run_1/clock_nets.png
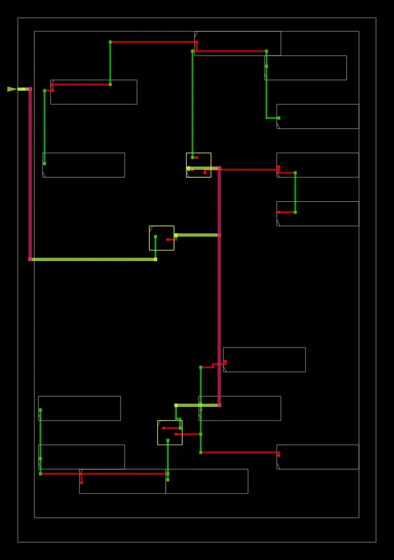
run_1/clock_wires.png
Drawn at 4 px/um.
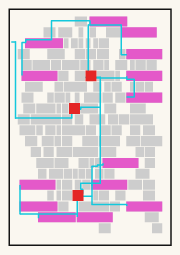
run_1/floorplan.png
Drawn at 6 px/um. Pins as bars on the die edge.
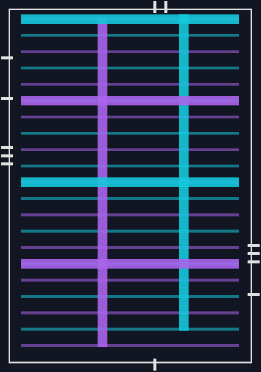
**src/rtl/plant_rate_counter.sv**
```systemverilog
// Prescaled up/down saturating counter: one step per DIV_UP cycles of inc,
// or per DIV_DN cycles of dec. Asserting both (or neither) holds the value.
module plant_rate_counter #(
  parameter int W         = 8,
  parameter int DIV_UP    = 4,
  parameter int DIV_DN    = 2,
  parameter int MIN       = 0,
  parameter int MAX       = 255,
  parameter int RESET_VAL = 0
) (
  input  logic         clk,
  input  logic         rst_n,
  input  logic         inc,
  input  logic         dec,
  output logic [W-1:0] value
);

  localparam int DIV_MAX = (DIV_UP > DIV_DN) ? DIV_UP : DIV_DN;
  localparam int PW      = $clog2(DIV_MAX + 1);

  logic [PW-1:0] up_pre_q, up_pre_d;
  logic [PW-1:0] dn_pre_q, dn_pre_d;
  logic [W-1:0]  value_q, value_d;
  logic          up_en, dn_en;

  always_comb begin
    up_en    = inc && !dec;
    dn_en    = dec && !inc;
    up_pre_d = '0;
    dn_pre_d = '0;
    value_d  = value_q;
    // A prescaler restarts from zero whenever its direction is not active,
    // so the first step always lands exactly DIV cycles after assertion.
    if (up_en) begin
      if (up_pre_q == PW'(DIV_UP - 1)) begin
        if (value_q < W'(MAX)) value_d = value_q + 1'b1;
      end else begin
        up_pre_d = up_pre_q + 1'b1;
      end
    end
    if (dn_en) begin
      if (dn_pre_q == PW'(DIV_DN - 1)) begin
        if (value_q > W'(MIN)) value_d = value_q - 1'b1;
      end else begin
        dn_pre_d = dn_pre_q + 1'b1;
      end
    end
  end

  always_ff @(posedge clk or negedge rst_n) begin
    if (!rst_n) begin
      up_pre_q <= '0;
      dn_pre_q <= '0;
      value_q  <= W'(RESET_VAL);
    end else begin
      up_pre_q <= up_pre_d;
      dn_pre_q <= dn_pre_d;
      value_q  <= value_d;
    end
  end

  assign value = value_q;

endmodule

```
**config.mk**
```make
export PLATFORM = sky130hd
export DESIGN_NAME = plant_rate_counter
export DESIGN_NICKNAME = d
export VERILOG_FILES = /design/src/rtl/plant_rate_counter.sv
export SDC_FILE = /design/constraint.sdc
export NUM_CORES = 1
export LEC_CHECK = 0
export ABC_CLOCK_PERIOD_IN_PS = 1600
export CAP_MARGIN = 20
export CORE_ASPECT_RATIO = 1.5
export CORE_MARGIN = 1.5
export CORE_UTILIZATION = 45
export CTS_CLUSTER_SIZE = 16
export DETAILED_ROUTE_END_ITERATION = 10
export PLACE_DENSITY = 0.7
export SYNTH_ARGS = -nofsm -noshare
export SYNTH_HDL_FRONTEND = slang
export SYNTH_SLANG_ARGS = --single-unit
export TNS_END_PERCENT = 50
```
**constraint.sdc**
```tcl
create_clock -name clk -period 1.6 [get_ports clk]
set_input_delay 0.32 -clock clk [delete_from_list [all_inputs] [get_ports clk]]
set_output_delay 0.32 -clock clk [all_outputs]
set_load 0.01 [all_outputs]
```
==> results_dict.tcl, run 1 <==
# flow metrics
set metrics [dict create \
    run_status "complete, but fails checks" \
    violations_in_the_final_reports "setup timing" \
    tightest_slew_ns 0.387 \
    log.warning_count 32 \
    gp_congestion 0.939 \
    routedWlPerCell_um 16.3 \
    place.port_buffers 11 \
    worstReg2RegEnd "value[3]" \
    timing.critical_path.cells "nor4_4 > a311o_2 > o211ai_1 > a311oi_1 > a21oi_1" \
    drt_iter0_drc 26 \
    netlist.top_cell.by_instances "sky130_fd_sc_hd__dfrtp_1" \
    worstHoldPathType "primary input to async pin" \
    die_area_sq_um 2350 \
    tritoncts "built" \
    critical_path.max_fanout 7 \
    clock_sink_count 14 \
    numnets_final 152 \
    setup_ws_ns -0.0952 \
    yosys_area_sq_um 928 \
    synth-edff-count 0 \
    rsz0062_at_grt "true" \
    post_synth_fa_ha_maj_area_fraction 0.0674 \
    cp_top_family "AND-OR/OR-AND gates" \
    post_synthesis_share_of_cell_area_spent_on_and_or_and_or_and_gates 0.205 \
    timing_max_transition_violations_final 0 \
    cpMaxStageDelayCell "sky130_fd_sc_hd__dfrtp_2" \
    finalSetupViolCount 4 \
    arrival_time_at_the_worst_endpoint_ns 1.86 \
    p_switching_uw 690 \
    yosys-dominant-comb-family "simple AND/OR/NAND/NOR gates" \
    worst_slew_margin_rel 0.739 \
    max_freq_mhz 590 \
    rrSetupSlack_ns -0.1 \
    worst_ir_drop_vdd_v 0.000964 \
    die_y_extent_um 58.6 \
    clock_tree.buffer_depth 2 \
    ys_sh_simple 0.295 \
    p_clk_frac 0.124 \
    ys_sh_xor 0.0189 \
    netlist_area_sq_um 928 \
    via_count_of_the_first_global_routing_pass 958 \
    core.rowCount 20 \
    mappedNetlistNets 103 \
    synth.top_cells.by_count "14 x sky130_fd_sc_hd__dfrtp_1, 8 x sky130_fd_sc_hd__nand2_1, 6 x sky130_fd_sc_hd__a21oi_1, 6 x sky130_fd_sc_hd__inv_1, 6 x sky130_fd_sc_hd__nand3_1" \
    h-tree-depth 1 \
    final_core_utilization 0.713 \
    fill_cells 154 \
]
## Picture notes: clock_nets.png
clock group power: 207 uW
Latency at later pin: 0.29 ns
layout clock buffer count: 3
clock tree skew after final layout: 0.00983 ns
TritonCTS Buffers: 3

## Picture notes: clock_wires.png
[red] clock-net drivers | count: 3
[magenta] flip-flops | count: 14
[cyan] clock wires | length: 214 um
flops lie	widely spread

## Picture notes: floorplan.png
color	net
cyan	VDD
purple	VSS
met1 rails	21
rows	20
met4 straps	2
signal pins	12

run 1: worst reg2reg max path: cells and delay by family (launching register included):
kind / cells / cell delay (ns)
compound gates: 4 / 0.85
simple gates: 1 / 0.30
flops: 1 / 0.43
run 1: per-stage QoR:
step / power, mW / setup slack (ns) / area [sq um] / hold WS [ns] / TNS (ns)
after CTS: 1.62 / -0.0519 / 1370 / 0.350 / -0.109
after global routing: 1.78 / -0.212 / 1410 / 0.354 / -0.772
after floorplan: 0.920 / -0.0904 / 941 / 0.0244 / -0.174
after global placement: 1.37 / -0.410 / 1280 / 0.464 / -2.81
after detailed placement: 1.39 / -0.477 / 1280 / 0.456 / -3.25
final: 1.67 / -0.0952 / 1410 / 0.335 / -0.220
run 1: metal layers:
layer / vias up / global-route usage
met4: 0 / 0.187
met3: 14 / 0.0755
met5: - / 0
li1: 450 / -
met1: 485 / 0.297
met2: 42 / 0.426
run 1: worst max path at each step:
| stage | end | slack, ns | startpoint | cells past startpoint |
|---|---|---|---|---|
| 6_report | value[3] | -0.1 | value[4] | 5 |
| 5_1_grt | value[3] | -0.21 | value[4] | 5 |
| 4_1_cts | value[7] | -0.05 | value[0] | 6 |
| 3_5_place_dp | value[7] | -0.48 | inc | 6 |
| 3_3_place_gp | value[7] | -0.41 | inc | 6 |
| 2_1_floorplan | value[7] | -0.09 | value[2] | 6 |
run 1: cell usage in the layout (no fill, tap or decap), types with 3 or more instances in the layout:
cell type | synthesis | routed
sky130_fd_sc_hd__buf_4 | 0 | 33
sky130_fd_sc_hd__dfrtp_1 | 14 | 10
sky130_fd_sc_hd__dlygate4sd2_1 | 0 | 9
sky130_fd_sc_hd__nand2_1 | 8 | 8
sky130_fd_sc_hd__inv_1 | 6 | 6
sky130_fd_sc_hd__a21oi_1 | 6 | 5
sky130_fd_sc_hd__nor2_1 | 4 | 4
sky130_fd_sc_hd__nand3_1 | 6 | 4
sky130_fd_sc_hd__ha_1 | 5 | 4
sky130_fd_sc_hd__dfrtp_2 | 0 | 4
sky130_fd_sc_hd__nand2b_1 | 3 | 3
sky130_fd_sc_hd__clkbuf_4 | 0 | 3
run 1: cell families after synthesis:
group	Yosys count
and+or+nand+nor	42
AOI/OAI and AO/OA	24
DFF	14
buffers and inverters	7
adders and majority gates	5
xor gates and xnor gates	2
run 1: sequential cells by signal, summed over array words and instances (netlist names):
register / count
dn_pre_q: 3
up_pre_q: 3
value: 8
run 1: final cells by class:
| class | count | share of cell area |
|---|---|---|
| sequential | 14 | 0.252 |
| tap | 22 | 0.0195 |
| timing repair buffer | 45 | 0.254 |
| inverter | 6 | 0.0160 |
| multi-input combinational | 73 | 0.443 |
| clock buffer | 3 | 0.0160 |
run 1: power by group through the flow:
stage / logic (mW) / registers [mW] / clock network [mW]
floorplan: 0.313 / 0.607 / 0
global placement: 0.839 / 0.530 / 0
detailed placement: 0.857 / 0.537 / 0
CTS: 0.906 / 0.513 / 0.205
global route: 1.02 / 0.525 / 0.238
finish: 0.952 / 0.513 / 0.207
run 1: repair_timing:
item / in CTS / in global routing
setup buffers: 5 / 1
hold buffers: 0 / 0
pin swaps: 6 / 2
endpoints found under the setup margin: 15 / 8
resized: 19 / 8
==> run 1 -> run 2 <==
Settings changed: SLEW_MARGIN from default to 20.
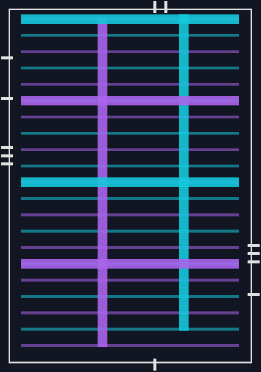
run_2/floorplan.png
Drawn at 6 px/um. Pins as bars on the die edge.
color	net
purple	VSS
cyan	VDD
rows	20
met4 straps	2
met5 straps	4
signal pins	12
met1 rails	21

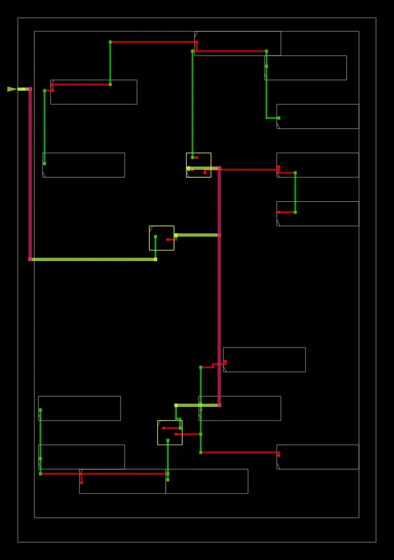
run_2/clock_nets.png
TritonCTS Sinks: 14
number of sequential storage elements: 14

==> run 2 against run 1 <==
  * The run still ends with setup timing left
  * Die area did not move
  * Area after synthesis did not move
  * Largest power group unchanged
  * Cell area unchanged
  * Worst hold slack did not move
  * Wire length unchanged
  * Sequential share of layout area unchanged
  * Flip-flop count is the same
  * Global-route usage did not move
  * Setup slack stayed put
  * Cell count unchanged
  * Register-to-register slack is essentially flat
==> results_dict.tcl, run 2 <==
# flow metrics
set metrics [dict create \
    antenna_found_initial 0 \
    die_w_um 40.1 \
    dominantRegCellSynth "sky130_fd_sc_hd__dfrtp_1" \
    final-hold-violation-count 0 \
    worst_ir_drop_vdd_v 0.000964 \
    timing.clock.skew_ns 0.00983 \
    static_leakage_nw 0.657 \
    fill_cells 154 \
    lay_top_cells "33 x sky130_fd_sc_hd__buf_4, 10 x sky130_fd_sc_hd__dfrtp_1, 9 x sky130_fd_sc_hd__dlygate4sd2_1" \
    gp_congestion 0.939 \
    violations_in_the_final_reports "setup timing" \
    timing_max_transition_violations_final 0 \
    groute.usage.overall 0.271 \
    timing.critical_path.cells "nor4_4 > a311o_2 > o211ai_1 > a311oi_1 > a21oi_1" \
    place.port_buffers 11 \
    vias 991 \
    flop_area_sq_um 355 \
    clock_root_buffer "sky130_fd_sc_hd__clkbuf_4" \
    cts_hold_repair.buffers 0 \
    core_sq_um 1980 \
    layout_min_cycle_time_ns 1.70 \
    floorplanUtilization 0.470 \
    cpMaxStageDelayCell "sky130_fd_sc_hd__dfrtp_2" \
    arrival_time_at_the_worst_endpoint_ns 1.86 \
    yosys_area_sq_um 928 \
    fraction_of_layout_instances_using_a_drive_strength_above_1 0.447 \
    synth-edff-count 0 \
    tightest_slew_ns 0.387 \
    preCtsSetupSlack_ns -0.477 \
    worstHoldPathType "primary input to async pin" \
    netlist.top_cell.by_instances "sky130_fd_sc_hd__dfrtp_1" \
    rsz0062_at_grt "true" \
    log.warning_count 32 \
    clk-insertion-delay-late_ns 0.29 \
    h-tree-depth 1 \
    syn_avg_cell_area_sq_um 9.88 \
    setup_ws_ns -0.0952 \
    synth_async_reset_ratio 1.00 \
    diodes 0 \
    run_status "complete, but fails checks" \
    placed_area_sq_um 1280 \
    synth.top_cells.by_count "14 x sky130_fd_sc_hd__dfrtp_1, 8 x sky130_fd_sc_hd__nand2_1, 6 x sky130_fd_sc_hd__a21oi_1, 6 x sky130_fd_sc_hd__inv_1, 6 x sky130_fd_sc_hd__nand3_1" \
    postSynthCellCount 94 \
    clock_tree.buffer_depth 2 \
    top_area_cell "sky130_fd_sc_hd__dfrtp_1" \
    drt_iter0_drc 26 \
    routedWlPerCell_um 16.3 \
    p_clk_frac 0.124 \
    netlist_area_sq_um 928 \
    max_stage_delay_ns 0.43 \
    p_sw_frac 0.413 \
    core.rowCount 20 \
    yosys_warnings 0 \
    drc 0 \
    ioPinCount 12 \
    largest_net_degree_at_the_start_of_global_routing 15 \
    routed_via_density 6.08 \
    tritoncts "built" \
    via_count_of_the_first_global_routing_pass 958 \
    area_leaders "sky130_fd_sc_hd__dfrtp_1 38%, sky130_fd_sc_hd__ha_1 6.7%, sky130_fd_sc_hd__a21oi_1 3.2%" \
    layout_top_cell_excl_fill_tap "sky130_fd_sc_hd__buf_4" \
    die_y_extent_um 58.6 \
    worst_hold_slack_ns 0.335 \
    max_freq_mhz 590 \
    p_switching_uw 690 \
    syn2layout_area_growth_pct 51.9 \
    numnets_final 152 \
    internal-power_uw 982 \
    die_area_sq_um 2350 \
    largest_register_ff_count 8 \
    antenna_violating_nets_post_route 0 \
    worst_slew_margin_rel 0.739 \
    tritoncts.num_buffers 3 \
    mappedNetlistNets 103 \
    finalSetupViolCount 4 \
    critical_path.max_fanout 7 \
    yosys.area.top_type_share 0.377 \
    period_used_share 1.06 \
    finish.instance_area_sq_um 1410 \
]
[run 2: cell counts after synthesis]
Identical to the previous run, type by type.
[run 2: path summary, 6_finish.rpt]
path / slack, ns / start / endpoint / depth (start not counted)
setup / recovery: -0.1 / value[4] / value[3] / 5
hold / removal: 0.34 / rst_n / up_pre_q[1] / 2
setup reg to reg: -0.1 / value[4] / value[3] / 5
hold reg to reg: 0.46 / up_pre_q[0] / up_pre_q[0] / 1
max in group asynchronous: 1.07 / rst_n / value[5] / 2
min in group clk: 0.46 / up_pre_q[0] / up_pre_q[0] / 1
[run 2: what timing repair did]
item | 4_1_cts | 5_1_grt
pin swaps | 6 | 2
endpoints found under the setup margin | 15 | 8
resized | 19 | 8
buffers inserted | 5 | 1
[run 2: metrics by stage]
| step | util | setup TNS, ns | std cells | power [mW] |
|---|---|---|---|---|
| finish | 0.713 | -0.220 | 163 | 1.67 |
| floorplan | - | -0.174 | 94 | 0.920 |
| global placement | 0.646 | -2.81 | 154 | 1.37 |
| detailed placement | 0.646 | -3.25 | 154 | 1.39 |
| CTS | 0.691 | -0.109 | 162 | 1.62 |
| global route | 0.713 | -0.772 | 163 | 1.78 |
[run 2: cell type report]
cell class / count / share of cell area
timing repair buffer: 45 / 0.254
clock buffer: 3 / 0.0160
sequential: 14 / 0.252
inverter: 6 / 0.0160
tap: 22 / 0.0195
multi-input combinational: 73 / 0.443
[run 2: power groups by stage]
stage	Combinational (mW)	Sequential [mW]	Clock, mW
after floorplan	0.313	0.607	0
after global placement	0.839	0.530	0
after detailed placement	0.857	0.537	0
after CTS	0.906	0.513	0.205
after global routing	1.02	0.525	0.238
final	0.952	0.513	0.207
[run 2: metal layers]
metal,GRT usage,routed length (um),share of wire
met5,0,0,0
met4,0.187,105,0.040
met3,0.0755,129,0.049
met2,0.426,1460,0.55
met1,0.297,964,0.36
[run 2: critical path: cells and delay by family (launching register included)]
kind | cells | cell delay, ns
AOI/OAI and AO/OA | 4 | 0.84
DFF | 1 | 0.43
and+or+nand+nor | 1 | 0.30
[run 2: logic make-up after synthesis]
group | after synthesis | synth area share
compound gates | 24 | 0.205
xor+xnor | 2 | 0.0189
fa+ha+maj | 5 | 0.0674
buf+inv | 7 | 0.0364
flops | 14 | 0.377
simple gates | 42 | 0.295
Power figures rest on the tool's default switching activity, not on a simulated workload.
